[src/rtl/rf_rd_arb_if.sv]
// Bundle of signals between the register-file read arbiter and its environment.
// The master side is the requesters, the register file and the write bus. The slave side is the arbiter.
interface rf_rd_arb_if #(
    parameter int unsigned NUM_REQ   = 4,
    parameter int unsigned NUM_READ  = 2,
    parameter int unsigned NUM_WRITE = 2,
    parameter int unsigned AW        = 5,
    parameter int unsigned DW        = 64
) ();
    logic [NUM_REQ-1:0]         req_valid;
    logic [NUM_REQ*AW-1:0]      req_addr;
    logic [NUM_REQ-1:0]         req_ready;
    logic [NUM_REQ-1:0]         resp_valid;
    logic [NUM_REQ*DW-1:0]      resp_data;
    logic [NUM_READ-1:0]        rf_re;
    logic [NUM_READ*AW-1:0]     rf_raddr;
    logic [NUM_READ*DW-1:0]     rf_rdata;
    logic [NUM_WRITE-1:0]       we;
    logic [NUM_WRITE*AW-1:0]    waddr;
    logic [NUM_WRITE*DW-1:0]    wdata;

    modport master (
        output req_valid, req_addr, rf_rdata, we, waddr, wdata,
        input  req_ready, resp_valid, resp_data, rf_re, rf_raddr
    );

    modport slave (
        input  req_valid, req_addr, rf_rdata, we, waddr, wdata,
        output req_ready, resp_valid, resp_data, rf_re, rf_raddr
    );
endinterface

[src/rtl/rf_rd_arb.sv]
// Round-robin arbiter that maps up to NUM_READ requesters onto register-file read ports.
// It returns each response one cycle later and bypasses same-cycle writes.
module rf_rd_arb #(
    parameter int unsigned NUM_REQ   = 4,
    parameter int unsigned NUM_READ  = 2,
    parameter int unsigned NUM_WRITE = 2,
    parameter int unsigned AW        = 5,
    parameter int unsigned DW        = 64
) (
    input logic        clk,
    input logic        rst_n,
    rf_rd_arb_if.slave bus
);
    localparam int unsigned RW = (NUM_REQ > 1) ? $clog2(NUM_REQ) : 1;
    localparam int unsigned PW = (NUM_READ > 1) ? $clog2(NUM_READ) : 1;

    logic [RW-1:0]               ptr_q, ptr_d;
    logic [NUM_REQ-1:0]          grant;
    logic [NUM_REQ-1:0][PW-1:0]  gnt_port;
    logic [NUM_REQ-1:0]          hit;
    logic [NUM_REQ-1:0][DW-1:0]  hit_data;
    logic [NUM_REQ-1:0]          resp_valid_q;
    logic [NUM_REQ-1:0]          byp_q;
    logic [NUM_REQ-1:0][PW-1:0]  port_q;
    logic [NUM_REQ-1:0][DW-1:0]  byp_data_q;
    int unsigned                 idx;
    int unsigned                 cnt;

    // Scan requesters from ptr_q. Each grant takes the next free read port.
    always_comb begin
        grant         = '0;
        gnt_port      = '0;
        bus.rf_re     = '0;
        bus.rf_raddr  = '0;
        ptr_d         = ptr_q;
        idx           = 0;
        cnt           = 0;
        if (rst_n) begin
            for (int unsigned k = 0; k < NUM_REQ; k++) begin
                idx = (32'(ptr_q) + k) % NUM_REQ;
                if (bus.req_valid[idx] && (cnt < NUM_READ)) begin
                    grant[idx]                  = 1'b1;
                    gnt_port[idx]               = PW'(cnt);
                    bus.rf_re[cnt]              = 1'b1;
                    bus.rf_raddr[cnt*AW +: AW]  = bus.req_addr[idx*AW +: AW];
                    ptr_d                       = RW'((idx + 1) % NUM_REQ);
                    cnt                         = cnt + 1;
                end
            end
        end
    end

    // The register file returns pre-write data, so a same-cycle write wins. The highest port takes priority.
    always_comb begin
        hit      = '0;
        hit_data = '0;
        for (int unsigned i = 0; i < NUM_REQ; i++) begin
            for (int unsigned j = 0; j < NUM_WRITE; j++) begin
                if (bus.we[j] && (bus.waddr[j*AW +: AW] == bus.req_addr[i*AW +: AW])) begin
                    hit[i]      = 1'b1;
                    hit_data[i] = bus.wdata[j*DW +: DW];
                end
            end
        end
    end

    always_ff @(posedge clk or negedge rst_n) begin
        if (!rst_n) begin
            ptr_q        <= '0;
            resp_valid_q <= '0;
            port_q       <= '0;
            byp_q        <= '0;
            byp_data_q   <= '0;
        end else begin
            ptr_q        <= ptr_d;
            resp_valid_q <= grant;
            port_q       <= gnt_port;
            byp_q        <= grant & hit;
            for (int unsigned i = 0; i < NUM_REQ; i++) begin
                byp_data_q[i] <= (grant[i] && hit[i]) ? hit_data[i] : '0;
            end
        end
    end

    always_comb begin
        bus.req_ready  = grant;
        bus.resp_valid = resp_valid_q;
        bus.resp_data  = '0;
        for (int unsigned i = 0; i < NUM_REQ; i++) begin
            if (resp_valid_q[i]) begin
                bus.resp_data[i*DW +: DW] = byp_q[i] ? byp_data_q[i]
                                                     : bus.rf_rdata[32'(port_q[i])*DW +: DW];
            end
        end
    end
endmodule

[src/flat_wrapper.sv]
// flat-port wrapper written by rule: the top's interface ports become plain ports
module rf_rd_arb_flat 
#(
    parameter int unsigned NUM_REQ   = 4,
    parameter int unsigned NUM_READ  = 2,
    parameter int unsigned NUM_WRITE = 2,
    parameter int unsigned AW        = 5,
    parameter int unsigned DW        = 64
)
  (clk, rst_n, bus_req_valid, bus_req_addr, bus_rf_rdata, bus_we, bus_waddr, bus_wdata, bus_req_ready, bus_resp_valid, bus_resp_data, bus_rf_re, bus_rf_raddr);
  rf_rd_arb_if #(.NUM_REQ(NUM_REQ), .NUM_READ(NUM_READ), .NUM_WRITE(NUM_WRITE), .AW(AW), .DW(DW)) bus_i ();
  input logic clk;
  input logic rst_n;
  input wire logic [$bits(bus_i.req_valid)-1:0] bus_req_valid;
  input wire logic [$bits(bus_i.req_addr)-1:0] bus_req_addr;
  input wire logic [$bits(bus_i.rf_rdata)-1:0] bus_rf_rdata;
  input wire logic [$bits(bus_i.we)-1:0] bus_we;
  input wire logic [$bits(bus_i.waddr)-1:0] bus_waddr;
  input wire logic [$bits(bus_i.wdata)-1:0] bus_wdata;
  output wire logic [$bits(bus_i.req_ready)-1:0] bus_req_ready;
  output wire logic [$bits(bus_i.resp_valid)-1:0] bus_resp_valid;
  output wire logic [$bits(bus_i.resp_data)-1:0] bus_resp_data;
  output wire logic [$bits(bus_i.rf_re)-1:0] bus_rf_re;
  output wire logic [$bits(bus_i.rf_raddr)-1:0] bus_rf_raddr;
  assign bus_i.req_valid = bus_req_valid;
  assign bus_i.req_addr = bus_req_addr;
  assign bus_i.rf_rdata = bus_rf_rdata;
  assign bus_i.we = bus_we;
  assign bus_i.waddr = bus_waddr;
  assign bus_i.wdata = bus_wdata;
  assign bus_req_ready = bus_i.req_ready;
  assign bus_resp_valid = bus_i.resp_valid;
  assign bus_resp_data = bus_i.resp_data;
  assign bus_rf_re = bus_i.rf_re;
  assign bus_rf_raddr = bus_i.rf_raddr;
  rf_rd_arb #(.NUM_REQ(NUM_REQ), .NUM_READ(NUM_READ), .NUM_WRITE(NUM_WRITE), .AW(AW), .DW(DW)) u_core (.clk(clk), .rst_n(rst_n), .bus(bus_i));
endmodule
[config.mk]
export PLATFORM = sky130hd
export DESIGN_NAME = rf_rd_arb_flat
export DESIGN_NICKNAME = d
export VERILOG_FILES = /design/src/rtl/rf_rd_arb_if.sv /design/src/rtl/rf_rd_arb.sv /design/src/flat_wrapper.sv
export SDC_FILE = /design/constraint.sdc
export NUM_CORES = 1
export LEC_CHECK = 0
export CORE_AREA = 2 2 222 224
export CTS_CLUSTER_SIZE = 14
export DETAILED_ROUTE_END_ITERATION = 6
export DIE_AREA = 0 0 224 226
export MAX_ROUTING_LAYER = met4
export PLACE_DENSITY = 0.72
export REMOVE_ABC_BUFFERS = 1
export SYNTH_ARGS = -nofsm -noshare
export SYNTH_HDL_FRONTEND = slang
export SYNTH_SLANG_ARGS = --single-unit
[constraint.sdc]
create_clock -name clk -period 13.8 [get_ports clk]
set_input_delay 2.76 -clock clk [delete_from_list [all_inputs] [get_ports clk]]
set_output_delay 2.76 -clock clk [all_outputs]
set_load 0.01 [all_outputs]
Figure 1. Placed standard cells (run 1).
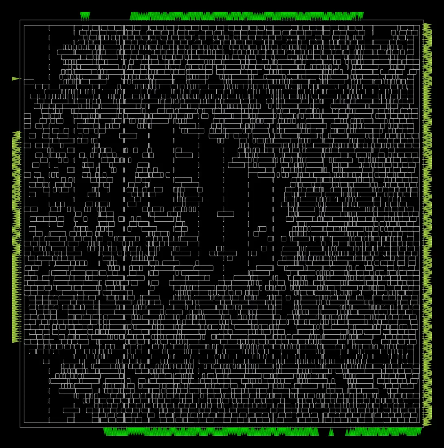
inserted tap cell count: 622
share of the final layout cell area in sequential cells: 25.3%
flip-flop and latch count: 270
Final Non-Filler Cells: 3,679

Figure 2. Metal layers overlaid (run 1).
(2 px per um) Two of the layers only.
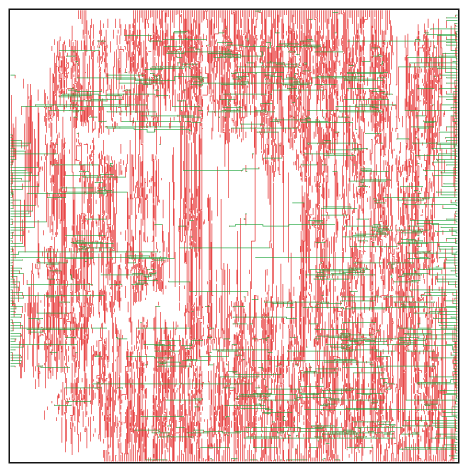
layer	colour	wire length
metal 2	red	42.7 mm
metal 3	green	7,720 um
overall routing resource usage: 35.1%
WL/cell: 24.5 um
via count of the routed design: 21,800
final WL: 90,000 um

Figure 3. Pin placement (run 1).
(2 px per um) Pins as bars across the die edge, other pins in grey.
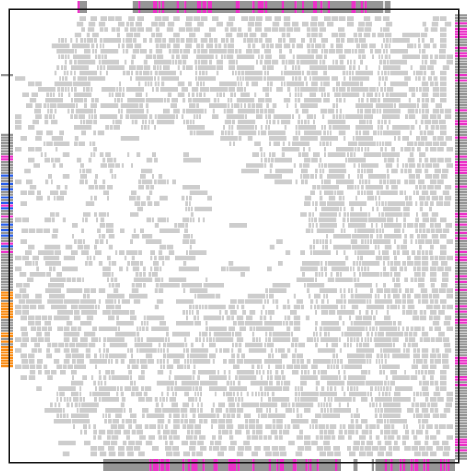
port	colour	pins	direction	edge
bus_rf_rdata	magenta	128	input	46 east, 44 south, 32 north, 6 west
bus_rf_raddr	blue	10	output	west
bus_req_addr	orange	20	input	west
all pins by edge	175 south, 164 east, 144 north, 87 west
Chip Height: 226 um
quantity of I/O buffers inserted on ports: 569
horizontal die dimension: 224 um

==> impl_metrics.json, run 1 <==
{
  "outcome": "finished, final reports clean",
  "measured_slew_at_the_worst_slew_check_pin_ns": 1.30,
  "flow.area_growth_from_synthesis_pct": 34.2,
  "yosys.cell_count.top_type": "nand2_1",
  "mappedNetlistArea_mm2": 0.0200,
  "cts_hold_buffers": 0,
  "clock.latency.late_pin_ns": 0.56,
  "layout.core_utilization_pct": 55.6,
  "overflow": 0,
  "power.sequential.fraction_pct": 22.4,
  "post-cts-setup-buffers": 0,
  "m1WireLength_um": 35300,
  "grt_util_met2_pct": 55.5,
  "ff2ff_setup_slack_ns": 8.61,
  "timing_hold_violations_final": 0,
  "simple_share_synth_pct": 25.7,
  "route.detailed.vias_per_inst": 5.93,
  "layout.cells.most_common": "nand2_1",
  "path_clk_slew_ns": 0.06,
  "worstSetupStartpoint": "bus_req_valid[3]",
  "dominant_power_group": "combinational logic",
  "enable_flop_cells": 0,
  "clkbuf_count": 43,
  "warning_count": 39,
  "most-common-layout-cells": "793 x nand2_1, 568 x clkdlybuf4s50_1, 270 x mux2i_1",
  "critPathKind": "input port to primary output",
  "cp_top_family": "simple AND/OR/NAND/NOR gates",
  "clock.fmax_mhz": 85.5,
  "first_global_vias": 21500,
  "drc": 0,
  "share_of_the_yosys_chip_area_belonging_to_registers_pct": 33.7,
  "fraction_of_met1_tracks_used_by_global_routing_pct": 42.9,
  "final_min_period_over_clock_period_pct": 84.7,
  "total_of_endpoints_with_negative_setup_slack_in_the_final_report": 0,
  "clock_cell_area_share_pct": 3.65,
  "cp_common_cell": "ha_1",
  "die_area_mm2": 0.0506,
  "cts_sinks": 270,
  "detailroute.wirelength.met3_um": 7720,
  "critical-path-max-stage-delay_ns": 0.66,
  "ys_types": 71,
  "cp_data_arrival_time_ns": 8.93,
  "largest_net_degree_at_the_start_of_global_routing": 171,
  "clock_tree.root_cell": "clkbuf_16",
  "non_clock_buffer_area_share_pct": 21.9,
  "n_multi_input_combinational_cell": 2100,
  "firstDrtPassIters": 6
}
Figure 4. Cells by drive strength (run 1).
(2 px per um)
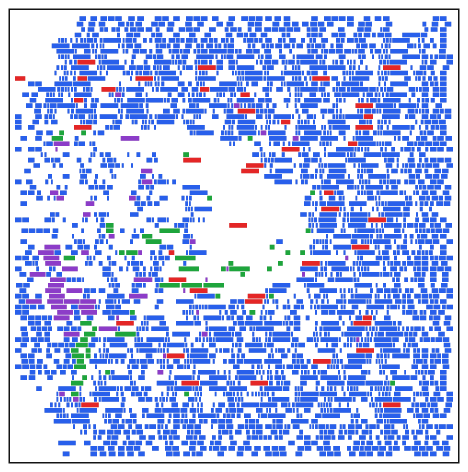

==> run 2: changes to the inputs <==
- CORE_AREA: 2 2 222 224 -> 2 2 221 223
- DIE_AREA: 0 0 224 226 -> 0 0 223 225
- PLACE_DENSITY: 0.72 -> 0.76
- clock period: 13.8 -> 9.7 ns (I/O delays scaled with it)
Figure 5. Cells by drive strength (run 2).
(2 px per um)
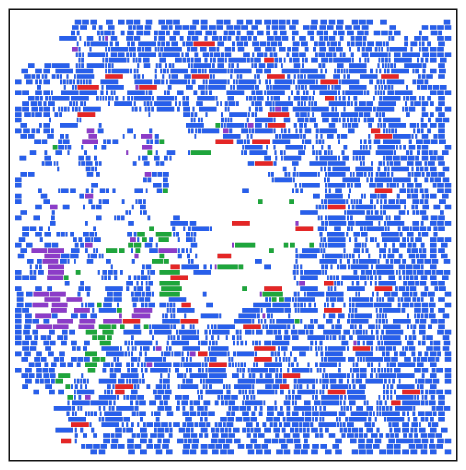
size	colour	cells	share
_0 and _1 cells	blue	2,878	95%
_2 cells	purple	55	1.8%
_3 and _4 cells	green	60	2.0%
_6 and larger	red	47	1.5%
Non-CTS buffers: 602
post-route setup slack: 0.586 ns
post-route design area: 0.0270 mm^2
Area Overhead vs Synth: 35.0%

==> impl_metrics.json, run 2 <==
{
  "outcome": "finished, final reports clean",
  "power.sequential.fraction_pct": 22.1,
  "cp_common_cell": "ha_1",
  "first_global_vias": 21800,
  "clock.fmax_mhz": 110,
  "firstDrtPassIters": 6,
  "clkbuf_count": 43,
  "most-common-layout-cells": "793 x nand2_1, 568 x clkdlybuf4s50_1, 270 x mux2i_1",
  "layout.cells.most_common": "nand2_1",
  "share_of_the_yosys_chip_area_belonging_to_registers_pct": 33.7,
  "seq_share_pct": 25.1,
  "route.detailed.vias_per_inst": 5.97,
  "overflow": 0,
  "drc": 0,
  "cts_sinks": 270,
  "detailroute.wirelength.met3_um": 8390,
  "detail_route.wl_per_cell_um": 24.6,
  "postPlaceCellArea_mm2": 0.0259,
  "clock_tree.root_cell": "clkbuf_16",
  "nWellTaps": 615,
  "m1WireLength_um": 35500,
  "cp_top_family": "simple AND/OR/NAND/NOR gates",
  "total_of_endpoints_with_negative_setup_slack_in_the_final_report": 0,
  "port-buffer-count": 569,
  "critical-path-max-stage-delay_ns": 0.62,
  "grt_util_met2_pct": 56.7,
  "via_count_of_the_routed_design": 22000,
  "worstSetupStartpoint": "bus_req_valid[2]",
  "totalWireLength_um": 90400,
  "yosys.cell_count.top_type": "nand2_1",
  "ff2ff_setup_slack_ns": 5.08,
  "critPathKind": "input port to primary output",
  "n_multi_input_combinational_cell": 2100,
  "measured_slew_at_the_worst_slew_check_pin_ns": 1.18,
  "final_min_period_over_clock_period_pct": 94.0,
  "cts_hold_buffers": 0,
  "non_clock_buffer_area_share_pct": 22.0,
  "path_clk_slew_ns": 0.06,
  "clock_cell_area_share_pct": 4.02,
  "fp.dieH_um": 225,
  "fraction_of_met1_tracks_used_by_global_routing_pct": 44.4,
  "cp_data_arrival_time_ns": 7.17,
  "warning_count": 34,
  "die_area_mm2": 0.0502,
  "post-cts-setup-buffers": 0,
  "largest_net_degree_at_the_start_of_global_routing": 179,
  "ys_types": 71,
  "layout.core_utilization_pct": 56.9,
  "flip_flop_and_latch_count": 270
}
Figure 6. Nets reached from selected ports (run 2).
(1 px per um)
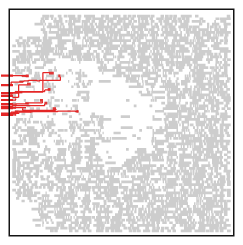
port	colour	bits	direction	edge	end cells	buffers	wire
bus_rf_raddr	red	10	output	west	10	10	460 um
number of top-level pins: 570

Figure 7. Placed standard cells (run 2).
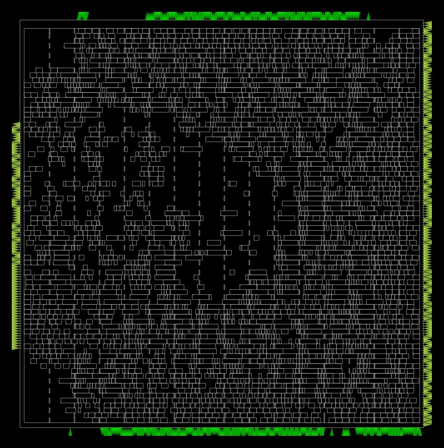

==> run 3: changes to the inputs <==
- CAP_MARGIN: not set -> 5
- CTS_BUF_LIST: not set -> sky130_fd_sc_hd__clkbuf_4
- MAX_ROUTING_LAYER: met4 -> not set
Figure 8. Placed standard cells (run 3).
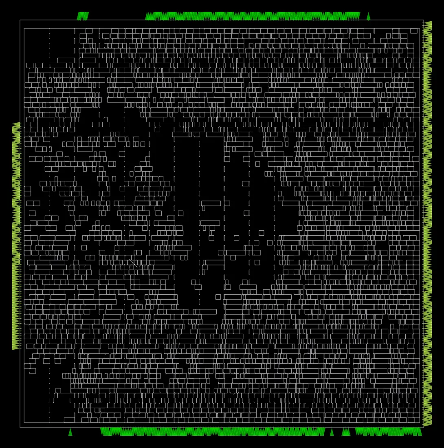
end-of-flow core utilization: 56.6%
share of the final layout cell area in sequential cells: 25.2%

Figure 9. Metal layers overlaid (run 3).
(2 px per um) Two of the layers only.
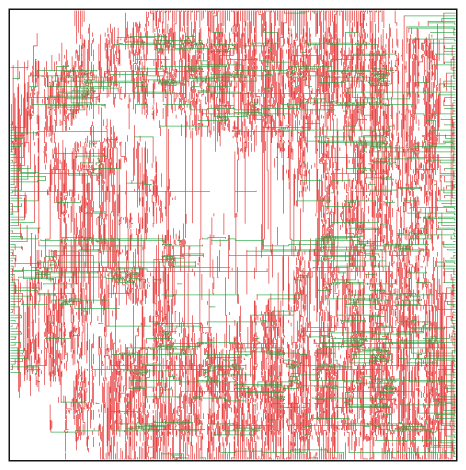
layer	colour	wire length
metal 3	green	9,720 um
metal 2	red	42.3 mm
via count of the routed design: 22,500
WL/cell: 24.3 um
overall routing resource usage: 35.2%
final WL: 91,200 um

==> impl_metrics.json, run 3 <==
{
  "power.sequential.fraction_pct": 23.0,
  "drc": 1,
  "clock.fmax_mhz": 106,
  "outcome": "finished with violations",
  "post-cts-setup-buffers": 0,
  "postLayoutCellArea_mm2": 0.0269,
  "largest_net_degree_at_the_start_of_global_routing": 166,
  "path_clk_slew_ns": 0.06,
  "cp_data_arrival_time_ns": 7.47,
  "cp_top_family": "buffers and inverters",
  "violations": "design-rule violations",
  "measured_slew_at_the_worst_slew_check_pin_ns": 1.18,
  "fraction_of_met1_tracks_used_by_global_routing_pct": 43.6,
  "setup_ws_ns": 0.287,
  "flip_flop_and_latch_count": 270,
  "warning_count": 36,
  "ff2ff_setup_slack_ns": 4.88,
  "clock_tree.root_cell": "clkbuf_4",
  "ys_types": 71,
  "non_clock_buffer_area_share_pct": 22.2
}
